--- src/rtl/bp_pkg.sv ---
`default_nettype none
// ============================================================================
//  Module      : bp_pkg
//  Description : Shared constants and helper functions for the branch
//                predictor table (counter limits, 2-bit counter state names,
//                gshare index computation).
//  Revision    : 1.0  initial release
// ============================================================================
package bp_pkg;

    // Widest PC / history the index helper accepts; callers zero-extend into it.
    localparam int BP_ARG_W = 64;

    // Named states of a 2-bit saturating counter.
    localparam logic [1:0] STRONG_NT = 2'd0;
    localparam logic [1:0] WEAK_NT   = 2'd1;
    localparam logic [1:0] WEAK_T    = 2'd2;
    localparam logic [1:0] STRONG_T  = 2'd3;

    // Largest value a saturating counter of cnt_w bits can hold.
    function automatic int CNT_MAX(input int cnt_w);
        return (1 << cnt_w) - 1;
    endfunction

    // gshare index: word-aligned PC bits XOR the zero-extended history,
    // reduced modulo 2^idx_w so upper PC bits simply alias.
    function automatic logic [BP_ARG_W-1:0] bp_index(
        input logic [BP_ARG_W-1:0] pc,
        input logic [BP_ARG_W-1:0] ghr,
        input int                  idx_w = BP_ARG_W
    );
        logic [BP_ARG_W-1:0] mask;
        if (idx_w >= BP_ARG_W) begin
            mask = '1;
        end else begin
            mask = (64'd1 << idx_w) - 64'd1;
        end
        return ((pc >> 2) ^ ghr) & mask;
    endfunction

endpackage
`default_nettype wire

--- src/rtl/sat_counter.sv ---
`default_nettype none
// ============================================================================
//  Module      : sat_counter
//  Description : Next-value logic for a WIDTH-bit saturating up/down counter.
//                Counts up on inc=1, down on inc=0, holds at 0 and at the
//                maximum, and passes the current value through when en=0.
//  Revision    : 1.0  initial release
// ============================================================================
module sat_counter
    import bp_pkg::*;
#(
    parameter int WIDTH = 2
) (
    input  logic [WIDTH-1:0] cur,
    input  logic             inc,
    input  logic             en,
    output logic [WIDTH-1:0] nxt
);

    localparam logic [WIDTH-1:0] c_max = WIDTH'(CNT_MAX(WIDTH));

    // Saturating step in the requested direction; limits hold their value.
    always_comb begin
        nxt = cur;
        if (en) begin
            if (inc && (cur != c_max)) begin
                nxt = cur + 1'b1;
            end else if (!inc && (cur != '0)) begin
                nxt = cur - 1'b1;
            end
        end
    end

endmodule
`default_nettype wire

--- src/rtl/branch_predictor_table.sv ---
`default_nettype none
// ============================================================================
//  Module      : branch_predictor_table
//  Description : gshare / bimodal branch predictor. A table of 2^IDX_W
//                saturating counters is indexed by PC[IDX_W+1:2] XOR a global
//                history register. Lookup is combinational; the resolved
//                outcome returns with the lookup index and trains the entry,
//                shifts the history and counts mispredictions.
//  Revision    : 1.0  initial release
// ============================================================================
module branch_predictor_table
    import bp_pkg::*;
#(
    parameter int PC_W     = 32,
    parameter int IDX_W    = 4,
    parameter int CNT_W    = 2,
    parameter int HIST_W   = 4,
    parameter int INIT_CNT = (1 << CNT_W) - 1,
    parameter int MISS_W   = 16
) (
    input  logic                                  clk_i,
    input  logic                                  rst_i,
    input  logic [PC_W-1:0]                       lookup_pc_i,
    output logic                                  predict_o,
    output logic [IDX_W-1:0]                      lookup_idx_o,
    input  logic                                  upd_valid_i,
    input  logic [IDX_W-1:0]                      upd_idx_i,
    input  logic                                  upd_taken_i,
    input  logic                                  upd_pred_i,
    output logic [((HIST_W > 0) ? HIST_W : 1)-1:0] hist_o,
    output logic [MISS_W-1:0]                     miss_cnt_o
);

    localparam int               c_entries  = 1 << IDX_W;
    localparam logic [CNT_W-1:0] c_init     = CNT_W'(INIT_CNT);
    localparam logic [MISS_W-1:0] c_miss_max = '1;

    // Counter table; a plain register array so lookup is a direct mux read.
    logic [CNT_W-1:0]  r_table [c_entries];
    logic [MISS_W-1:0] r_miss_cnt;

    logic [IDX_W-1:0]  w_ghr_idx;       // history zero-extended to index width
    logic [IDX_W-1:0]  w_lookup_idx;
    logic [CNT_W-1:0]  w_lookup_entry;
    logic [CNT_W-1:0]  w_upd_cur;
    logic [CNT_W-1:0]  w_upd_nxt;
    logic              w_mispredict;

    // ------------------------------------------------------------------------
    // Global history register. Absent entirely in bimodal configurations.
    // ------------------------------------------------------------------------
    generate
        if (HIST_W == 0) begin : g_bimodal
            assign w_ghr_idx = '0;
            assign hist_o    = 1'b0;
        end else begin : g_gshare
            logic [HIST_W-1:0] r_ghr;
            logic [HIST_W-1:0] w_ghr_nxt;

            if (HIST_W == 1) begin : g_ghr_single
                assign w_ghr_nxt = upd_taken_i;
            end else begin : g_ghr_shift
                assign w_ghr_nxt = {r_ghr[HIST_W-2:0], upd_taken_i};
            end

            // History advances only when a branch resolves (non-speculative).
            always_ff @(posedge clk_i) begin
                if (rst_i) begin
                    r_ghr <= '0;
                end else if (upd_valid_i) begin
                    r_ghr <= w_ghr_nxt;
                end
            end

            assign w_ghr_idx = IDX_W'(r_ghr);
            assign hist_o    = r_ghr;
        end
    endgenerate

    // ------------------------------------------------------------------------
    // Lookup: read-before-write, so a same-cycle update is not bypassed.
    // ------------------------------------------------------------------------
    assign w_lookup_idx   = IDX_W'(bp_index(BP_ARG_W'(lookup_pc_i),
                                            BP_ARG_W'(w_ghr_idx), IDX_W));
    assign w_lookup_entry = r_table[w_lookup_idx];
    assign lookup_idx_o   = w_lookup_idx;
    assign predict_o      = w_lookup_entry[CNT_W-1];

    // ------------------------------------------------------------------------
    // Update path: one shared counter stepper feeds the addressed entry.
    // ------------------------------------------------------------------------
    assign w_upd_cur = r_table[upd_idx_i];

    sat_counter #(
        .WIDTH (CNT_W)
    ) u_upd_counter (
        .cur (w_upd_cur),
        .inc (upd_taken_i),
        .en  (upd_valid_i),
        .nxt (w_upd_nxt)
    );

    // Table write; the index is only used when the update is qualified valid.
    always_ff @(posedge clk_i) begin
        if (rst_i) begin
            for (int i = 0; i < c_entries; i++) begin
                r_table[i] <= c_init;
            end
        end else if (upd_valid_i) begin
            r_table[upd_idx_i] <= w_upd_nxt;
        end
    end

    // ------------------------------------------------------------------------
    // Misprediction counter, saturating at all-ones.
    // ------------------------------------------------------------------------
    assign w_mispredict = upd_valid_i && (upd_pred_i != upd_taken_i);

    // Count resolved branches whose original prediction was wrong.
    always_ff @(posedge clk_i) begin
        if (rst_i) begin
            r_miss_cnt <= '0;
        end else if (w_mispredict && (r_miss_cnt != c_miss_max)) begin
            r_miss_cnt <= r_miss_cnt + 1'b1;
        end
    end

    assign miss_cnt_o = r_miss_cnt;

endmodule
`default_nettype wire

--- config.mk ---
export PLATFORM = sky130hd
export DESIGN_NAME = branch_predictor_table
export DESIGN_NICKNAME = d
export VERILOG_FILES = /design/src/rtl/bp_pkg.sv /design/src/rtl/sat_counter.sv /design/src/rtl/branch_predictor_table.sv
export SDC_FILE = /design/constraint.sdc
export NUM_CORES = 1
export LEC_CHECK = 0
export CORE_UTILIZATION = 30
export CTS_CLUSTER_SIZE = 14
export DETAILED_ROUTE_END_ITERATION = 16
export REMOVE_ABC_BUFFERS = 1
export SLEW_MARGIN = 20
export SYNTH_ARGS = -nofsm -noshare
export SYNTH_HDL_FRONTEND = slang
export SYNTH_SLANG_ARGS = --single-unit
--- constraint.sdc ---
create_clock -name clk_i -period 7.8 [get_ports clk_i]
set_clock_uncertainty 0.1 [all_clocks]
set_input_delay 0.78 -clock clk_i [delete_from_list [all_inputs] [get_ports clk_i]]
set_output_delay 0.78 -clock clk_i [all_outputs]
set_load 0.1 [all_outputs]
M2 wires:
The bar under the picture is 20 um long.
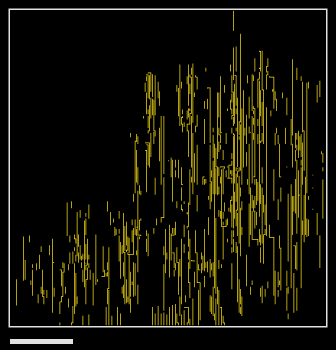
wire length on this layer: 3330 um
longest straight run: 45.9 um

Gate families picked out:
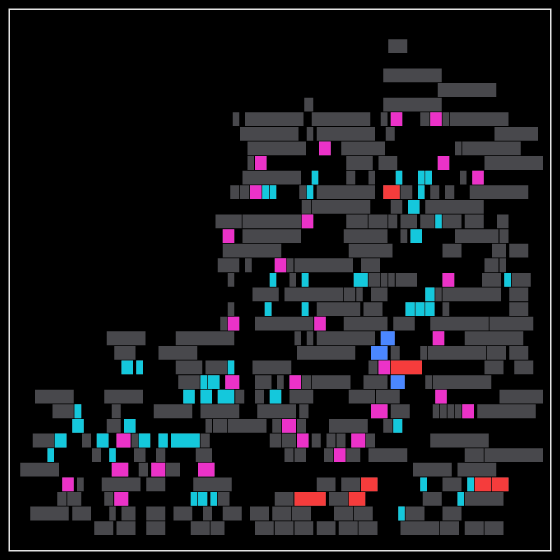
legend:
  red:
    family: XOR/XNOR gates
    cells: 7
  blue:
    family: AND-OR and OR-AND gates
    cells: 3
  magenta:
    family: AND and OR gates
    cells: 30
  cyan:
    family: NOR gates
    cells: 48
most common cell after layout, fill and taps aside: clkdlybuf4s50_1
multi-input logic portion of the cell area: 42.0%
final cell count without fillers: 440

==> metrics.log <==
[flow] final metrics
INFO  metric hold_path_end = miss_cnt_o[4]
INFO  metric worst_slew_margin_rel = 31.9%
INFO  metric cts_made_buffers = 5
INFO  metric max_cap_viols = 0
INFO  metric biggest_fanout_along_the_worst_timing_path = 5
INFO  metric ff_latch_area = 0.00136 mm2
INFO  metric synth.area.mux_share = 14.1%
INFO  metric antenna_violations_before_repair = 0
INFO  metric fin_area = 0.00349 mm2
INFO  metric largest_reg_flops = 32
INFO  metric compound_area_share = 6.27%
INFO  metric netlist_area = 0.00292 mm2
INFO  metric synthXorXnorAreaFrac = 2.62%
INFO  metric routed.top_layer = met4
INFO  metric p_clk = 0.196 mW
INFO  metric worstHoldStart = miss_cnt_o[4]
INFO  metric final_layout_top_logic_cells = clkdlybuf4s50_1, nand2_1, edfxtp_1
INFO  metric reg2reg_from = r_table[6][0]
INFO  metric path_buffers = 2
INFO  metric internal_power = 0.417 mW
INFO  metric die_x = 101 um
INFO  metric outcome = complete, no violations
INFO  metric timing.critical_path.slowest_stage_cell = clkdlybuf4s50_1
INFO  metric setup_repair_after_global_routing_missed_its_margin = no
INFO  metric core_box_area = 0.00933 mm2
Register map, names as in the netlist:
The bar under the picture is 20 um long. Other cells in grey.
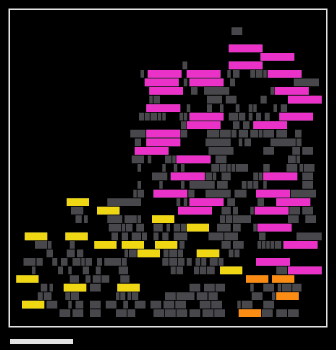
legend:
  magenta:
    netlist_name: r_table
    flops: 32
  orange:
    netlist_name: hist_o
    flops: 4
    where: lower right
  yellow:
    netlist_name: miss_cnt_o
    flops: 16

Routing congestion:
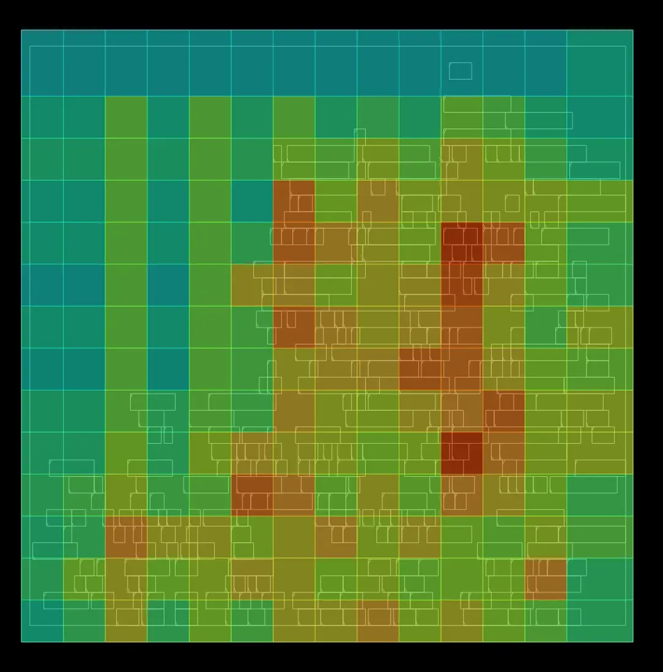
global-route met3 utilization: 2.77%
average routed wire per standard cell: 15.3 um
total routing usage reported by global routing: 13.9%
Util after Layout: 37.4%
routing layer with the top usage in global route: met2

Power figures rest on the tool's default switching activity, not on a simulated workload.
